==> src/rtl/garuda_act_pkg.sv <==
// Shared types and constants for the activation ping/pong bank controller.
package garuda_act_pkg;

  localparam int ACT_DEPTH_DEF = 16384;
  localparam int CNT_W_DEF     = $clog2(ACT_DEPTH_DEF) + 1;

  typedef enum logic [1:0] {
    EMPTY    = 2'd0,
    FILLING  = 2'd1,
    FULL     = 2'd2,
    DRAINING = 2'd3
  } act_bank_state_e;

  typedef logic [CNT_W_DEF-1:0] act_tile_len_t;

  localparam logic BANK_PING = 1'b0;
  localparam logic BANK_PONG = 1'b1;

endpackage

==> src/rtl/act_bank_fsm.sv <==
// Occupancy state of one activation bank: EMPTY -> FILLING -> FULL -> DRAINING -> EMPTY.
module act_bank_fsm
  import garuda_act_pkg::*;
(
  input  logic            clk,
  input  logic            rst_n,
  input  logic            flush,
  input  logic            fill_start,
  input  logic            fill_last,
  input  logic            take,
  input  logic            release_req,
  output act_bank_state_e state
);

  // Bank state register; flush overrides every other event.
  always_ff @(posedge clk or negedge rst_n) begin
    if (!rst_n) begin
      state <= EMPTY;
    end else if (flush) begin
      state <= EMPTY;
    end else begin
      case (state)
        EMPTY: begin
          if (fill_last) state <= FULL;
          else if (fill_start) state <= FILLING;
          else state <= EMPTY;
        end
        FILLING: begin
          if (fill_last) state <= FULL;
          else state <= FILLING;
        end
        FULL: begin
          if (take) state <= DRAINING;
          else state <= FULL;
        end
        DRAINING: begin
          if (release_req) state <= EMPTY;
          else state <= DRAINING;
        end
        default: state <= EMPTY;
      endcase
    end
  end

endmodule

==> src/rtl/act_pingpong_ctrl.sv <==
// Ping/pong activation bank sequencer between the DMA fill path and the compute drain path.
module act_pingpong_ctrl
  import garuda_act_pkg::*;
#(
  parameter int ACT_DEPTH = ACT_DEPTH_DEF,
  parameter int CNT_W     = $clog2(ACT_DEPTH) + 1
) (
  input  logic                         clk_i,
  input  logic                         rst_ni,
  input  logic                         cfg_valid_i,
  input  logic [CNT_W-1:0]             cfg_tile_words_i,
  output logic                         cfg_ready_o,
  output logic                         cfg_err_o,
  input  logic                         flush_i,
  input  logic                         dma_wr_valid_i,
  output logic                         dma_wr_ready_o,
  output logic                         dma_wr_bank_o,
  output logic [$clog2(ACT_DEPTH)-1:0] dma_wr_addr_o,
  output logic                         cmp_tile_valid_o,
  input  logic                         cmp_tile_ready_i,
  output logic                         cmp_tile_bank_o,
  input  logic                         cmp_release_i,
  output logic                         ping_pong_sel_o,
  output logic                         ping_pong_swap_o,
  output logic [1:0]                   bank_full_o,
  output logic                         idle_o,
  output logic                         proto_err_o
);

  localparam int               ADDR_W    = $clog2(ACT_DEPTH);
  localparam logic [CNT_W-1:0] DEPTH_LEN = CNT_W'(ACT_DEPTH);
  localparam logic [CNT_W-1:0] ONE_LEN   = CNT_W'(1);
  localparam logic [CNT_W-1:0] ZERO_LEN  = {CNT_W{1'b0}};

  logic             fill_ptr_r;
  logic             drain_ptr_r;
  logic [CNT_W-1:0] beat_cnt_r;
  logic [CNT_W-1:0] tile_words_r;
  logic             configured_r;
  logic             proto_err_r;
  logic             swap_r;
  logic             cfg_err_r;

  act_bank_state_e  bank_state [2];
  act_bank_state_e  fill_state_s;
  act_bank_state_e  drain_state_s;
  logic [1:0]       fill_hit_s;
  logic [1:0]       drain_hit_s;
  logic             beat_acc_s;
  logic             last_beat_s;
  logic             take_s;
  logic             release_ok_s;
  logic             release_bad_s;
  logic             idle_s;
  logic             cfg_legal_s;
  logic             cfg_accept_s;

  assign fill_state_s  = bank_state[fill_ptr_r];
  assign drain_state_s = bank_state[drain_ptr_r];
  assign fill_hit_s    = {fill_ptr_r == BANK_PONG, fill_ptr_r == BANK_PING};
  assign drain_hit_s   = {drain_ptr_r == BANK_PONG, drain_ptr_r == BANK_PING};

  assign dma_wr_ready_o = configured_r && ((fill_state_s == EMPTY) || (fill_state_s == FILLING));
  assign beat_acc_s     = dma_wr_valid_i && dma_wr_ready_o;
  assign last_beat_s    = beat_acc_s && (beat_cnt_r == (tile_words_r - ONE_LEN));
  assign take_s         = cmp_tile_valid_o && cmp_tile_ready_i;
  assign release_ok_s   = cmp_release_i && (drain_state_s == DRAINING);
  assign release_bad_s  = cmp_release_i && (drain_state_s != DRAINING);

  // idle is forced low while reset is held so every output reads 0 under reset.
  assign idle_s       = rst_ni && (bank_state[0] == EMPTY) && (bank_state[1] == EMPTY)
                        && (beat_cnt_r == ZERO_LEN);
  assign cfg_legal_s  = (cfg_tile_words_i != ZERO_LEN) && (cfg_tile_words_i <= DEPTH_LEN);
  assign cfg_accept_s = cfg_valid_i && idle_s && cfg_legal_s && !flush_i;

  act_bank_fsm u_bank_ping (
    .clk         (clk_i),
    .rst_n       (rst_ni),
    .flush       (flush_i),
    .fill_start  (beat_acc_s && fill_hit_s[0]),
    .fill_last   (last_beat_s && fill_hit_s[0]),
    .take        (take_s && drain_hit_s[0]),
    .release_req (release_ok_s && drain_hit_s[0]),
    .state       (bank_state[0])
  );

  act_bank_fsm u_bank_pong (
    .clk         (clk_i),
    .rst_n       (rst_ni),
    .flush       (flush_i),
    .fill_start  (beat_acc_s && fill_hit_s[1]),
    .fill_last   (last_beat_s && fill_hit_s[1]),
    .take        (take_s && drain_hit_s[1]),
    .release_req (release_ok_s && drain_hit_s[1]),
    .state       (bank_state[1])
  );

  // Pointers, beat counter, configuration and error flags.
  always_ff @(posedge clk_i or negedge rst_ni) begin
    if (!rst_ni) begin
      fill_ptr_r   <= BANK_PING;
      drain_ptr_r  <= BANK_PING;
      beat_cnt_r   <= ZERO_LEN;
      tile_words_r <= ZERO_LEN;
      configured_r <= 1'b0;
      proto_err_r  <= 1'b0;
      swap_r       <= 1'b0;
      cfg_err_r    <= 1'b0;
    end else if (flush_i) begin
      fill_ptr_r   <= BANK_PING;
      drain_ptr_r  <= BANK_PING;
      beat_cnt_r   <= ZERO_LEN;
      proto_err_r  <= 1'b0;
      swap_r       <= 1'b0;
      cfg_err_r    <= 1'b0;
    end else begin
      if (cfg_accept_s) begin
        tile_words_r <= cfg_tile_words_i;
        configured_r <= 1'b1;
      end
      cfg_err_r <= cfg_valid_i && idle_s && !cfg_legal_s;
      if ((cfg_valid_i && !idle_s) || release_bad_s) begin
        proto_err_r <= 1'b1;
      end
      if (last_beat_s) begin
        beat_cnt_r <= ZERO_LEN;
        fill_ptr_r <= ~fill_ptr_r;
      end else if (beat_acc_s) begin
        beat_cnt_r <= beat_cnt_r + ONE_LEN;
      end
      if (release_ok_s) begin
        drain_ptr_r <= ~drain_ptr_r;
      end
      swap_r <= release_ok_s;
    end
  end

  assign cfg_ready_o      = cfg_accept_s;
  assign cfg_err_o        = cfg_err_r;
  assign dma_wr_bank_o    = fill_ptr_r;
  assign dma_wr_addr_o    = beat_cnt_r[ADDR_W-1:0];
  assign cmp_tile_valid_o = (drain_state_s == FULL);
  assign cmp_tile_bank_o  = drain_ptr_r;
  assign ping_pong_sel_o  = drain_ptr_r;
  assign ping_pong_swap_o = swap_r;
  assign bank_full_o      = {bank_state[1] == FULL, bank_state[0] == FULL};
  assign idle_o           = idle_s;
  assign proto_err_o      = proto_err_r;

endmodule

==> config.mk <==
export PLATFORM = sky130hd
export DESIGN_NAME = act_pingpong_ctrl
export DESIGN_NICKNAME = d
export VERILOG_FILES = /design/src/rtl/garuda_act_pkg.sv /design/src/rtl/act_bank_fsm.sv /design/src/rtl/act_pingpong_ctrl.sv
export SDC_FILE = /design/constraint.sdc
export NUM_CORES = 1
export LEC_CHECK = 0
export CORE_MARGIN = 3
export CORE_UTILIZATION = 45
export CTS_CLUSTER_DIAMETER = 100
export DETAILED_ROUTE_END_ITERATION = 10
export PLACE_DENSITY = 0.77
export SYNTH_ARGS = -nofsm -noshare
export SYNTH_HDL_FRONTEND = slang
export SYNTH_SLANG_ARGS = --single-unit
==> constraint.sdc <==
create_clock -name clk_i -period 2.5 [get_ports clk_i]
set_clock_uncertainty 0.1 [all_clocks]
set_input_delay 0.5 -clock clk_i [delete_from_list [all_inputs] [get_ports clk_i]]
set_output_delay 0.5 -clock clk_i [all_outputs]
set_load 0.01 [all_outputs]
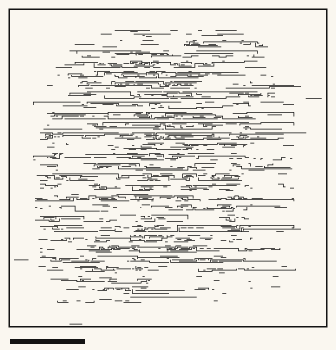
(run_1/m1.png)
The bar under the picture is 20 um long.
nets with wire on the layer: 376
main direction: horizontal
Detailed Route WL: 7312 um
GRT met1 Usage: 26.90%
vias post-DR: 2576

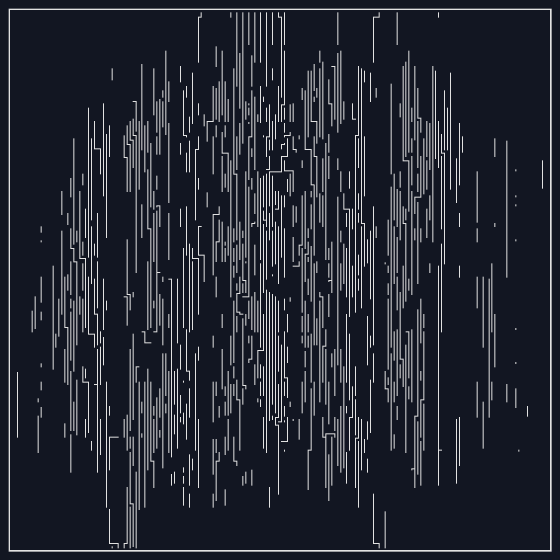
(run_1/m2.png)
longest straight run: 34.0 um
nets with wire on the layer: 377
main direction: vertical
share of all routed wire: 51%
wire length on this layer: 3730 um
grt met2 use: 37.53%

==> impl_metrics.env, run 1 <==
# flow metrics
export IMPL_layout_setup_ws_ns=-0.1532
export IMPL_xor_area_share_pct=10.95
export IMPL_clkCellAreaFrac_pct=2.284
export IMPL_yosys_area_mm2=0.002720
export IMPL_stdcell_area_mm2=0.003835
export IMPL_ir_worst_vdd_mv=0.4210
export IMPL_setup_viol=21
export IMPL_clkbuf_count=5
export IMPL_nFlopsAndLatches=40
export IMPL_leakage_nw=1.750
export IMPL_ys_types=57
export IMPL_final_nonclk_buf_share_pct=26.53
export IMPL_drt_pass1_iter_count=4
export IMPL_fill_cells=470
export IMPL_clock_path_buffers=2
export IMPL_status="finished with violations"
export IMPL_netlist_area_mm2=0.002720
export IMPL_finalPower_w=0.002803
export IMPL_place_congestion=0.9275
export IMPL_comb_multi_input_count=231
export IMPL_ys_sh_aoi_pct=10.90
export IMPL_io_pins=48
export IMPL_grt_max_degree=41
export IMPL_maxSlewViolCount=0
export IMPL_fp_dieW_um=83.75
export IMPL_dieArea_mm2=0.007013
export IMPL_tritoncts="built"
export IMPL_async_reset_ff_share_pct=100.0
export IMPL_violations="negative setup slack"
export IMPL_dp_cells=460
export IMPL_flop_area_mm2=0.001001
export IMPL_comb_share_pct=41.57
export IMPL_startpoint_type="register"
export IMPL_highest_signal_layer="met4"
export IMPL_detail_route_antenna_nets=0
export IMPL_vias_per_cell=5.356
export IMPL_cts_root_buffer="clkbuf_8"
export IMPL_die_h_um=83.75
export IMPL_drc=0
export IMPL_layout_top_cells="buf_4, nand2_1, clkdlybuf4s50_1, dfrtp_1, nor2_1"
export IMPL_grt_antenna_before_repair=0
export IMPL_cp_max_fo=6
export IMPL_fp_util_pct=47.93
export IMPL_core_area_mm2=0.005675
export IMPL_maxCapViolCount=0
export IMPL_grt_pass1_wl_um=12180
export IMPL_synthFlopType="dfrtp_1"
export IMPL_edf_count=0
export IMPL_synthCells=312
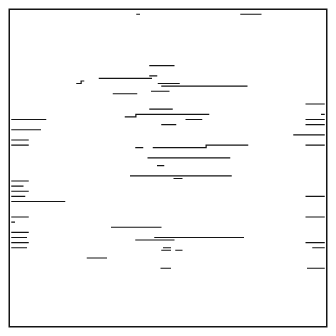
(run_1/m3.png)
main direction: horizontal
nets with wire on the layer: 47
wire length on this layer: 372 um
met3 GRT Util: 3.356%

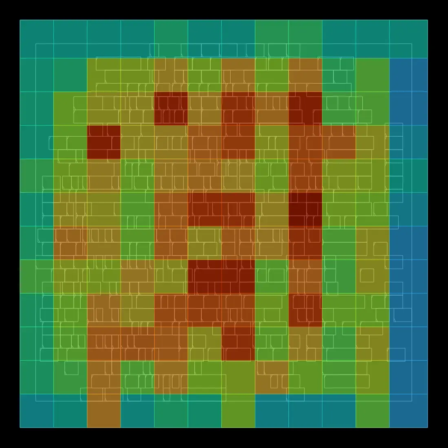
(run_1/congestion_map.png)
total global-route track usage: 21.29%
utilization after layout: 67.57%
layer with the highest usage: met2
drt wl/cell: 15.20 um

## run 1: worst max-delay path, stage by stage (launching register included)
cell       delay (ns)
dfrtp_1          0.40
inv_2            0.07
ha_4             0.12
or4b_4           0.49
nor4_4           0.25
mux2_4           0.35
a21oi_4          0.17
o2111ai_4        0.20
nand2_4          0.19
buf_4            0.14
nor2_1           0.04
## run 1: registers in the layout, indices dropped and copies added (netlist names)
name and cells:
proto_err_o 1, dma_wr_bank_o 1, cmp_tile_bank_o 1, configured_r 1
u_bank_pong.state 2, tile_words_r 15, cfg_err_o 1, ping_pong_swap_o 1
u_bank_ping.state 2, beat_cnt_r 15
## run 1: power breakdown
group / switching, W / internal [W]
clock network: 0.000240 / 0.000195
logic: 0.000722 / 0.000737
registers: 0.000135 / 0.000775
total: 0.00110 / 0.00171
## run 1: Yosys cell counts, types with 6 or more instances
cell type | count | area (um2)
xor2_1 | 19 | 166.4
nand4_1 | 7 | 43.79
nand2_1 | 60 | 225.2
clkbuf_1 | 9 | 33.78
o21ai_0 | 9 | 45.04
buf_4 | 16 | 120.1
nand3_1 | 8 | 40.04
nor2_2 | 10 | 62.56
nor4_1 | 10 | 62.56
dfrtp_1 | 40 | 1001
xnor2_1 | 15 | 131.4
inv_1 | 12 | 45.04
nor2_1 | 22 | 82.58
nor2b_1 | 6 | 37.54
## run 1: final timing paths
kind                                 startpoint          endpoint  slack [ns]
worst max-delay path            tile_words_r[0]     beat_cnt_r[2]       -0.15
worst min-delay path                     rst_ni  tile_words_r[12]        0.18
worst max register to register  tile_words_r[0]     beat_cnt_r[2]       -0.15
worst min register to register     configured_r      configured_r        0.40
max in group asynchronous                rst_ni    beat_cnt_r[10]        1.75
min in group clk_i                 configured_r      configured_r        0.40
==> run 2: changes to the inputs <==
Settings changed: HOLD_SLACK_MARGIN set to 0.06, MAX_ROUTING_LAYER set to met4.
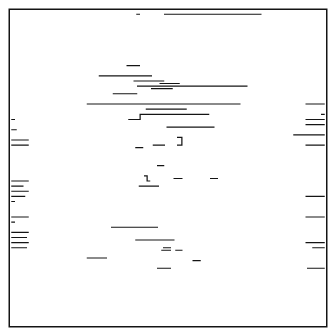
(run_2/m3.png)
main direction: horizontal
longest straight run: 40.5 um
wire length on this layer: 342 um
Detailed Route WL: 7322 um
vias post-DR: 2596

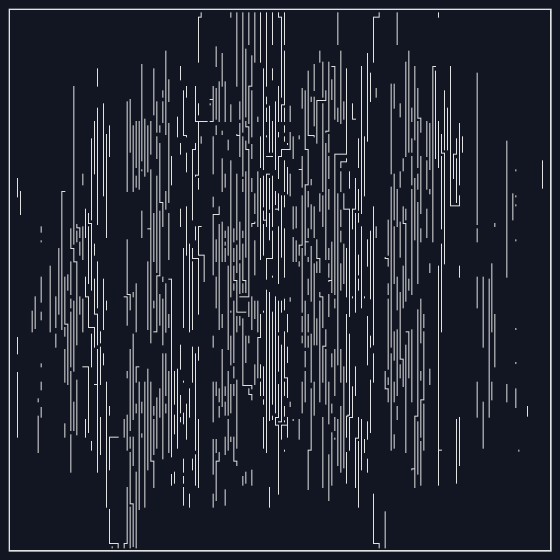
(run_2/m2.png)
wire length on this layer: 3750 um
longest straight run: 34.0 um
share of all routed wire: 51%
grt met2 use: 37.60%

==> run 2 against run 1 <==
The run still ends with negative setup slack left. Power decreased by 0.18%. Sequential share of layout area did not move. Global-route usage grew 0.60 points.
==> impl_metrics.env, run 2 <==
# flow metrics
export IMPL_status="finished with violations"
export IMPL_violations="negative setup slack"
export IMPL_use_met3_pct=3.159
export IMPL_setup_viol=21
export IMPL_die_h_um=83.75
export IMPL_nFlopsAndLatches=40
export IMPL_clkCellAreaFrac_pct=2.284
export IMPL_edf_count=0
export IMPL_cp_max_fo=6
export IMPL_rrSetupSlack_ns=-0.15
export IMPL_drc=0
export IMPL_synthFlopType="dfrtp_1"
export IMPL_p_comb_share_pct=52.1
export IMPL_fill_cells=470
export IMPL_layout_setup_ws_ns=-0.1529
export IMPL_slowest_stage="or4b_4"
export IMPL_ir_worst_vdd_mv=0.4176
export IMPL_area_leaders="dfrtp_1, nand2_1, xor2_1"
export IMPL_clock_path_buffers=2
export IMPL_flop_area_mm2=0.001001
export IMPL_yosys_area_mm2=0.002720
export IMPL_netSwitchingFraction_pct=39.01
export IMPL_comb_share_pct=41.57
run 2: cell counts in the layout (fill, tap and decap cells not counted):
Identical to the previous run, type by type.
run 2: worst max-delay path by stage:
stage | to | slack [ns] | cells after the start
after global routing | u_bank_ping.state[0] | -0.28 | 9
after floorplan | u_bank_ping.state[1] | -0.13 | 9
after CTS | u_bank_ping.state[1] | -0.15 | 9
after global placement | cfg_ready_o | -0.48 | 6
after detailed placement | cfg_ready_o | -0.52 | 6
final | beat_cnt_r[2] | -0.15 | 10
run 2: kinds of logic after synthesis:
kind of cell,count (synthesis),share of synthesized area (%)
DFF,40,36.80
and+or+nand+nor,153,29.62
buffers and inverters,41,8.647
AOI/OAI and AO/OA,37,10.90
xor gates and xnor gates,34,10.95
adders and majority gates,3,1.380
muxes,4,1.702
run 2: worst register-to-register path, cell delays in order (launching register included):
cell	delay (ns)
dfrtp_1	0.40
inv_2	0.07
ha_4	0.12
or4b_4	0.49
nor4_4	0.25
mux2_4	0.35
a21oi_4	0.17
o2111ai_4	0.20
nand2_4	0.20
buf_4	0.14
nor2_1	0.04
run 2: what timing repair did:
action,4_1_cts,5_1_grt
buffers inserted,9,4
hold endpoints to repair,0,0
gates resized,15,14
endpoints found under the setup margin,22,25
pin swaps,6,10
run 2: per-stage QoR:
step | worst slack, ns | total power, W | util, % | hold slack [ns]
final | -0.1529 | 0.002798 | 67.57 | 0.1815
after global routing | -0.2780 | 0.002998 | 67.57 | 0.2272
after CTS | -0.1478 | 0.002754 | 66.14 | 0.2041
after detailed placement | -0.5164 | 0.002252 | 62.74 | 0.3749
after global placement | -0.4780 | 0.002195 | 62.74 | 0.3568
after floorplan | -0.1275 | 0.001739 | - | 0.1044
==> run_2/port_trees.png <==
The bar under the picture is 20 um long.
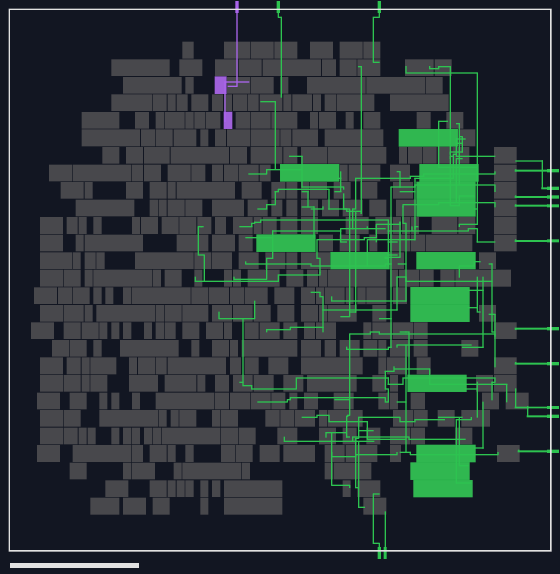

==> run 3: changes to the inputs <==
Settings changed: CELL_PAD_IN_SITES_DETAIL_PLACEMENT set to 0, CELL_PAD_IN_SITES_GLOBAL_PLACEMENT set to 1, CORE_ASPECT_RATIO set to 1.25, CORE_UTILIZATION 45 to 36, PLACE_DENSITY 0.77 to 0.81.
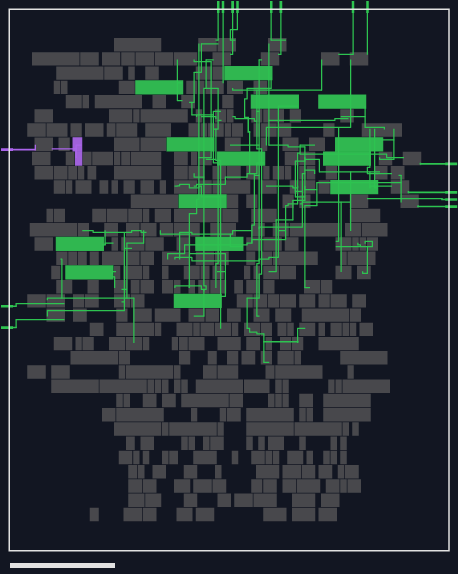
(run_3/port_trees.png)
The bar under the picture is 20 um long.
legend:
  green:
    port: dma_wr_addr_o
    bits: 14
    direction: output
    edge: 8 top, 4 right, 2 left
    end_cells: 14
    buffers: 27
    wire: 1240 um
  purple:
    port: cmp_tile_ready_i
    bits: 1
    direction: input
    edge: left
    end_cells: 2
    buffers: 1
    wire: 13.1 um
I/O pins: 48
Port Buffers: 47

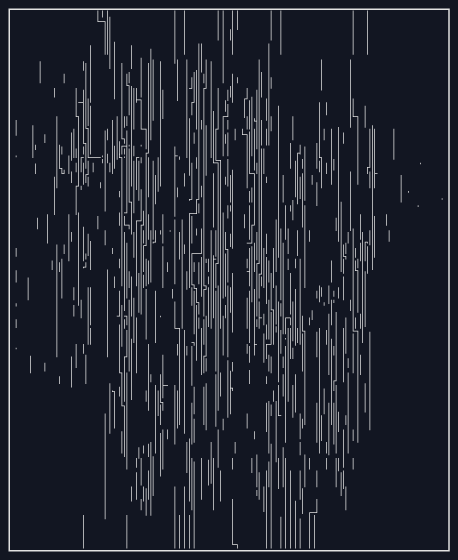
(run_3/m2.png)
nets with wire on the layer: 374
share of all routed wire: 53%
longest straight run: 38.9 um
grt met2 use: 31.60%
vias post-DR: 2484

==> run 3 against run 2 <==
The flow still finishes with violations (negative setup slack). Fmax shrank 2.2%. Wire length shrank 2.0%. Critical endpoint is now beat_cnt_r[9]. Core utilization shrank 13 points. Critical path depth is the same. Final cell count grew 4.0%. Register-to-register slack lost 0.06 ns. Die area grew 23%. Global-route usage shrank 4.4 points. Critical path type unchanged. Highest routed layer unchanged. Via count shrank 4.3%. First-iteration DRC count shrank 47%.
==> impl_metrics.env, run 3 <==
# flow metrics
export IMPL_drt_pass1_iter_count=4
export IMPL_clock_power_share_pct=16.5
export IMPL_place_congestion=0.8282
export IMPL_r2r_end="beat_cnt_r[9]"
export IMPL_async_reset_ff_share_pct=100.0
export IMPL_yosysTopAreaCellShare_pct=36.80
export IMPL_ys_types=57
export IMPL_yosys_area_mm2=0.002720
export IMPL_largest_area_cell="dfrtp_1"
export IMPL_comb_share_pct=41.05
export IMPL_maxCapViolCount=0
export IMPL_setup_viol=20
export IMPL_tritoncts="built"
export IMPL_layout_setup_ws_ns=-0.2136
export IMPL_grt_pass1_wl_um=11710
export IMPL_core_area_mm2=0.007147
export IMPL_reg_top3="beat_cnt_r (15), tile_words_r (15)"
export IMPL_edf_count=0
export IMPL_power_leader="combinational cells"
export IMPL_synthCells=312
export IMPL_switchingPower_w=0.001038
export IMPL_netSwitchingFraction_pct=37.90
export IMPL_violations="negative setup slack"
export IMPL_place_ws_ns=-0.5481
export IMPL_pwr_share_seq_pct=34.3
export IMPL_grt_antenna_before_repair=0
export IMPL_track_usage_pct=17.48
export IMPL_cts_resized=16
export IMPL_flop_area_mm2=0.001001
export IMPL_rrSetupSlack_ns=-0.21
export IMPL_fp_dieW_um=83.75
export IMPL_cp_max_fo=7
export IMPL_post_drt_wl_per_cell_um=14.35
export IMPL_comb_power_w=0.00135
export IMPL_clock_path_buffers=2
export IMPL_vias_per_cell=4.968
export IMPL_ir_worst_vdd_mv=0.3169
export IMPL_yosys_top_cells_count="nand2_1, dfrtp_1, nor2_1, xor2_1, buf_4"
export IMPL_status="finished with violations"
export IMPL_maxSlewViolCount=0
export IMPL_synthFlopType="dfrtp_1"
export IMPL_leakage_nw=1.780
[run 3: cells by family (layout without fill, tap and decap cells)]
logic type	after synthesis	count (layout)	synth area share, %
AOI/OAI and AO/OA	37	37	10.90
xor gates and xnor gates	34	34	10.95
adders and majority gates	3	3	1.380
buffers and inverters	41	139	8.647
DFF	40	40	36.80
muxes	4	4	1.702
and+or+nand+nor	153	153	29.62
[run 3: worst max-delay path by stage]
stage,end,start
5_1_grt,beat_cnt_r[11],tile_words_r[1]
3_3_place_gp,cfg_ready_o,cfg_tile_words_i[8]
4_1_cts,u_bank_ping.state[0],tile_words_r[1]
6_report,beat_cnt_r[9],tile_words_r[1]
3_5_place_dp,cfg_ready_o,cfg_tile_words_i[1]
2_1_floorplan,u_bank_ping.state[1],tile_words_r[0]
[run 3: layer usage]
layer | track usage (%) | routed length (um)
met3 | 2.298 | 190
met4 | 5.941 | 116
met2 | 31.60 | 3792
met1 | 20.16 | 3078
met5 | - | 0
[run 3: critical path, stage by stage (launching register included)]
cell	delay, ns
dfrtp_1	0.39
inv_2	0.07
ha_4	0.13
or4b_4	0.50
nor4_4	0.27
mux2_4	0.35
a21oi_4	0.16
o2111ai_4	0.23
nand2_4	0.20
buf_12	0.14
nor2_2	0.04
[run 3: stage by stage]
| step | hold slack (ns) | utilization, % | TNS, ns | instances |
|---|---|---|---|---|
| final | 0.2017 | 54.08 | -3.669 | 500 |
| after floorplan | 0.1044 | - | -1.650 | 312 |
| after global placement | 0.3581 | 50.95 | -3.809 | 484 |
| after global routing | 0.2419 | 54.08 | -5.907 | 500 |
| after CTS | 0.2247 | 53.33 | -3.591 | 499 |
| after detailed placement | 0.3647 | 50.95 | -4.735 | 484 |
Power figures rest on the tool's default switching activity, not on a simulated workload.
